==> src/rtl/breathe_ramp_pkg.sv <==
// Shared definitions for the breathing duty ramp: FSM state codes and default width.
package breathe_defs;
    localparam int DEF_DUTY_W = 8;

    localparam logic [2:0] ST_IDLE    = 3'd0;
    localparam logic [2:0] ST_RISE    = 3'd1;
    localparam logic [2:0] ST_HOLD_HI = 3'd2;
    localparam logic [2:0] ST_FALL    = 3'd3;
    localparam logic [2:0] ST_HOLD_LO = 3'd4;
endpackage

==> src/rtl/breathe_ramp_if.sv <==
// Link between the PWM output stage and the breathe ramp: wrap strobe and limits in, duty load out.
interface breathe_ramp_if import breathe_defs::*; #(
    parameter int DUTY_W = DEF_DUTY_W
) ();
    logic              enable;
    logic              period_start;
    logic [DUTY_W-1:0] min_duty;
    logic [DUTY_W-1:0] max_duty;
    logic [DUTY_W-1:0] duty;
    logic              duty_valid;
    logic              busy;

    modport master (
        output enable, period_start, min_duty, max_duty,
        input  duty, duty_valid, busy
    );
    modport slave (
        input  enable, period_start, min_duty, max_duty,
        output duty, duty_valid, busy
    );
endinterface

==> src/rtl/breathe_ramp_strobe_divider.sv <==
// Counts strobes and fires tick_out together with every DIV-th one; clear wins over counting.
module strobe_divider #(
    parameter int DIV = 4
) (
    input  logic clk,
    input  logic rst_n,
    input  logic clear,
    input  logic strobe_in,
    output logic tick_out
);
    localparam int            CW   = (DIV > 1) ? $clog2(DIV) : 1;
    localparam logic [CW-1:0] LAST = CW'(DIV - 1);

    logic [CW-1:0] cnt_q, cnt_d;

    assign tick_out = strobe_in && (cnt_q == LAST);

    always_comb begin
        cnt_d = cnt_q;
        if (clear)          cnt_d = '0;
        else if (strobe_in) cnt_d = tick_out ? '0 : cnt_q + 1'b1;
    end

    always_ff @(posedge clk or negedge rst_n) begin
        if (!rst_n) cnt_q <= '0;
        else        cnt_q <= cnt_d;
    end
endmodule

==> src/rtl/breathe_ramp.sv <==
// Triangular breathing duty generator; updates only on accepted PWM wrap strobes so the
// compare value is always loaded at a period boundary.
module breathe_ramp import breathe_defs::*; #(
    parameter int DUTY_W           = DEF_DUTY_W,
    parameter int STEP             = 1,
    parameter int PERIODS_PER_STEP = 4,
    parameter int HOLD_PERIODS     = 16
) (
    input  logic         clk,
    input  logic         rst_n,
    breathe_ramp_if.slave bus
);
    localparam logic [DUTY_W:0] STEP_X = (DUTY_W + 1)'(STEP);

    logic [2:0]        state_q, state_d;
    logic [DUTY_W-1:0] duty_q, duty_d, lo_q, lo_d, hi_q, hi_d;
    logic              valid_q;
    logic              accept, quit, cnt_clr, step_tick, hold_tick;
    logic [DUTY_W:0]   sum, diff;
    logic              rise_sat, fall_sat;
    logic [DUTY_W-1:0] new_lo, new_hi;

    assign accept  = bus.period_start && ((state_q != ST_IDLE) || bus.enable);
    assign quit    = accept && (state_q != ST_IDLE) && !bus.enable;
    assign cnt_clr = accept && ((state_q == ST_IDLE) || !bus.enable);

    strobe_divider #(.DIV(PERIODS_PER_STEP)) u_step_div (
        .clk      (clk),
        .rst_n    (rst_n),
        .clear    (cnt_clr),
        .strobe_in(accept && ((state_q == ST_RISE) || (state_q == ST_FALL))),
        .tick_out (step_tick)
    );

    strobe_divider #(.DIV(HOLD_PERIODS)) u_hold_div (
        .clk      (clk),
        .rst_n    (rst_n),
        .clear    (cnt_clr),
        .strobe_in(accept && ((state_q == ST_HOLD_HI) || (state_q == ST_HOLD_LO))),
        .tick_out (hold_tick)
    );

    // One extra bit keeps the rise from wrapping and exposes the fall's borrow.
    assign sum      = {1'b0, duty_q} + STEP_X;
    assign diff     = {1'b0, duty_q} - STEP_X;
    assign rise_sat = sum >= {1'b0, hi_q};
    assign fall_sat = diff[DUTY_W] || (diff[DUTY_W-1:0] <= lo_q);

    assign new_lo = bus.min_duty;
    assign new_hi = (bus.max_duty > bus.min_duty) ? bus.max_duty : bus.min_duty;

    always_ff @(posedge clk or negedge rst_n) begin
        if (!rst_n) state_q <= ST_IDLE;
        else        state_q <= state_d;
    end

    always_comb begin
        state_d = state_q;
        if (quit) begin
            state_d = ST_IDLE;
        end else if (accept) begin
            case (state_q)
                ST_IDLE:    state_d = ST_RISE;
                ST_RISE:    if (step_tick && rise_sat) state_d = ST_HOLD_HI;
                ST_HOLD_HI: if (hold_tick)             state_d = ST_FALL;
                ST_FALL:    if (step_tick && fall_sat) state_d = ST_HOLD_LO;
                ST_HOLD_LO: if (hold_tick)             state_d = ST_RISE;
                default:    state_d = ST_IDLE;
            endcase
        end
    end

    always_comb begin
        duty_d = duty_q;
        lo_d   = lo_q;
        hi_d   = hi_q;
        if (quit) begin
            duty_d = '0;
        end else if (accept) begin
            case (state_q)
                ST_IDLE: begin
                    lo_d   = new_lo;
                    hi_d   = new_hi;
                    duty_d = new_lo;
                end
                ST_RISE: if (step_tick) duty_d = rise_sat ? hi_q : sum[DUTY_W-1:0];
                ST_FALL: if (step_tick) duty_d = fall_sat ? lo_q : diff[DUTY_W-1:0];
                ST_HOLD_LO: if (hold_tick) begin
                    lo_d = new_lo;
                    hi_d = new_hi;
                end
                default: ;
            endcase
        end
    end

    always_ff @(posedge clk or negedge rst_n) begin
        if (!rst_n) begin
            duty_q  <= '0;
            valid_q <= 1'b0;
            lo_q    <= '0;
            hi_q    <= '0;
        end else begin
            duty_q  <= duty_d;
            valid_q <= accept;
            lo_q    <= lo_d;
            hi_q    <= hi_d;
        end
    end

    assign bus.duty       = duty_q;
    assign bus.duty_valid = valid_q;
    assign bus.busy       = (state_q != ST_IDLE);
endmodule
==> src/flat_wrapper.sv <==
// flat-port wrapper written by rule: the top's interface ports become plain ports
module breathe_ramp_flat import breathe_defs::*;
#(
    parameter int DUTY_W           = DEF_DUTY_W,
    parameter int STEP             = 1,
    parameter int PERIODS_PER_STEP = 4,
    parameter int HOLD_PERIODS     = 16
)
  (clk, rst_n, bus_enable, bus_period_start, bus_min_duty, bus_max_duty, bus_duty, bus_duty_valid, bus_busy);
  breathe_ramp_if #(.DUTY_W(DUTY_W)) bus_i ();
  input  logic clk;
  input  logic rst_n;
  input wire logic [$bits(bus_i.enable)-1:0] bus_enable;
  input wire logic [$bits(bus_i.period_start)-1:0] bus_period_start;
  input wire logic [$bits(bus_i.min_duty)-1:0] bus_min_duty;
  input wire logic [$bits(bus_i.max_duty)-1:0] bus_max_duty;
  output wire logic [$bits(bus_i.duty)-1:0] bus_duty;
  output wire logic [$bits(bus_i.duty_valid)-1:0] bus_duty_valid;
  output wire logic [$bits(bus_i.busy)-1:0] bus_busy;
  assign bus_i.enable = bus_enable;
  assign bus_i.period_start = bus_period_start;
  assign bus_i.min_duty = bus_min_duty;
  assign bus_i.max_duty = bus_max_duty;
  assign bus_duty = bus_i.duty;
  assign bus_duty_valid = bus_i.duty_valid;
  assign bus_busy = bus_i.busy;
  breathe_ramp #(.DUTY_W(DUTY_W), .STEP(STEP), .PERIODS_PER_STEP(PERIODS_PER_STEP), .HOLD_PERIODS(HOLD_PERIODS)) u_core (.clk(clk), .rst_n(rst_n), .bus(bus_i));
endmodule
==> config.mk <==
export PLATFORM = sky130hd
export DESIGN_NAME = breathe_ramp_flat
export DESIGN_NICKNAME = d
export VERILOG_FILES = /design/src/rtl/breathe_ramp_pkg.sv /design/src/rtl/breathe_ramp_if.sv /design/src/rtl/breathe_ramp_strobe_divider.sv /design/src/rtl/breathe_ramp.sv /design/src/flat_wrapper.sv
export SDC_FILE = /design/constraint.sdc
export NUM_CORES = 1
export LEC_CHECK = 0
export CAP_MARGIN = 20
export CELL_PAD_IN_SITES_DETAIL_PLACEMENT = 0
export CELL_PAD_IN_SITES_GLOBAL_PLACEMENT = 1
export CORE_ASPECT_RATIO = 0.7
export CORE_MARGIN = 2
export CORE_UTILIZATION = 31
export DETAILED_ROUTE_END_ITERATION = 10
export PLACE_DENSITY = 0.59
export REMOVE_ABC_BUFFERS = 1
export SLEW_MARGIN = 20
export SYNTH_ARGS = -nofsm -noshare
export SYNTH_HDL_FRONTEND = slang
export SYNTH_HIERARCHICAL = 1
export SYNTH_SLANG_ARGS = --single-unit
==> constraint.sdc <==
create_clock -name clk -period 2.9 [get_ports clk]
set_input_delay 0.435 -clock clk [delete_from_list [all_inputs] [get_ports clk]]
set_output_delay 0.435 -clock clk [all_outputs]
set_load 0.02 [all_outputs]
Clock network drawn from the DEF:
(3 px per um)
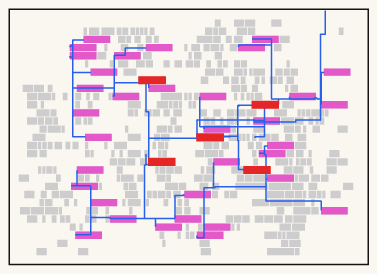
- clock wires: blue (length 603 um)
- flip-flops: magenta (count 34)
- cells driving clock nets: red (count 5)
- routed clock nets: 6
clock network power share: 13.8%
clock latency on the worst-skew pair: 280 ps

Zoomed window:
Window x 45 to 75, y 10 to 40 um. Cells in gray, sequential cells in the stronger gray; small squares are vias.
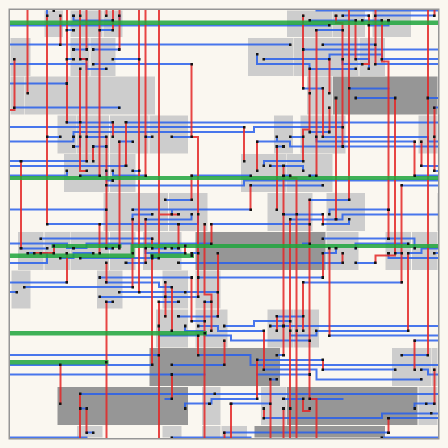
- met2: red
- met3: green
- met1: blue
- netlist names of flops here include: u_core/bus.duty (3), u_core/lo_q (2)
- sequential cells in the window: 5
- cells with their middle in the window: 53
- most frequent: o21ai_0 (7)

==> flow_summary.ini <==
; yosys + openroad results
[power_and_ir_drop]
power.leakage_nw = 1.68
p_seq_w = 0.000847
p_sw_share_pct = 45.2
finalPower_w = 0.00445

[outcome]
status = complete, no violations

[synthesis]
ys_sh_mux_pct = 2.52
fa_ha_area_share_pct = 12.2
synthSimpleGateAreaFrac_pct = 21.4
avgSynthCellArea_um2 = 8.22
common_cells = 34 x dfrtp_1, 32 x nand2_1, 29 x nor2_1, 29 x o21ai_0, 28 x ha_1

[layout]
seq_area_share_pct = 22.4
nClkBuffers = 5
drive_above_1_share_pct = 18.6
n_all_inverters = 27
seq_cell_count = 34
regArea_um2 = 851
lay_top_cells = 36 x buf_4, 34 x dfrtp_1, 31 x nand2_1, 28 x clkdlybuf4s50_1, 28 x o21ai_0
area_growth_syn_to_layout_pct = 32.0
logic_gates = 271
sh_comb_area_pct = 50.5

[global_routing]
grt_util_met3_pct = 3.94

[min_path]
hold_path_class = primary input to async pin

[worst_setup_path]
rr_endpoint = u_core/bus.duty[1]$_DFFE_PN0P_
critPathLaunch = u_core/bus.duty[1]$_DFFE_PN0P_
critical_path.top_delay_family = simple AND/OR/NAND/NOR gates

[timing]
max_freq_mhz = 351

[placement]
hpwlAfterDp_mm = 6.64
io_buffers = 29
dpl_worst_slack_ps = -42.2
place.gp.congestion = 0.818

[route]
met3_length_um = 689
first_pass_iters = 4
num_vias = 2731
avgRoutedWirePerCell_um = 16.1
vias_per_cell = 5.12

[clock_tree]
clkTransAtPathRegs_ps = 60
hold_buffers = 0
post-cts-setup-buffers = 0

[floorplanning]
die_x_um = 119
tapcell.inserted = 124
Power and IR drop assume default switching activity.
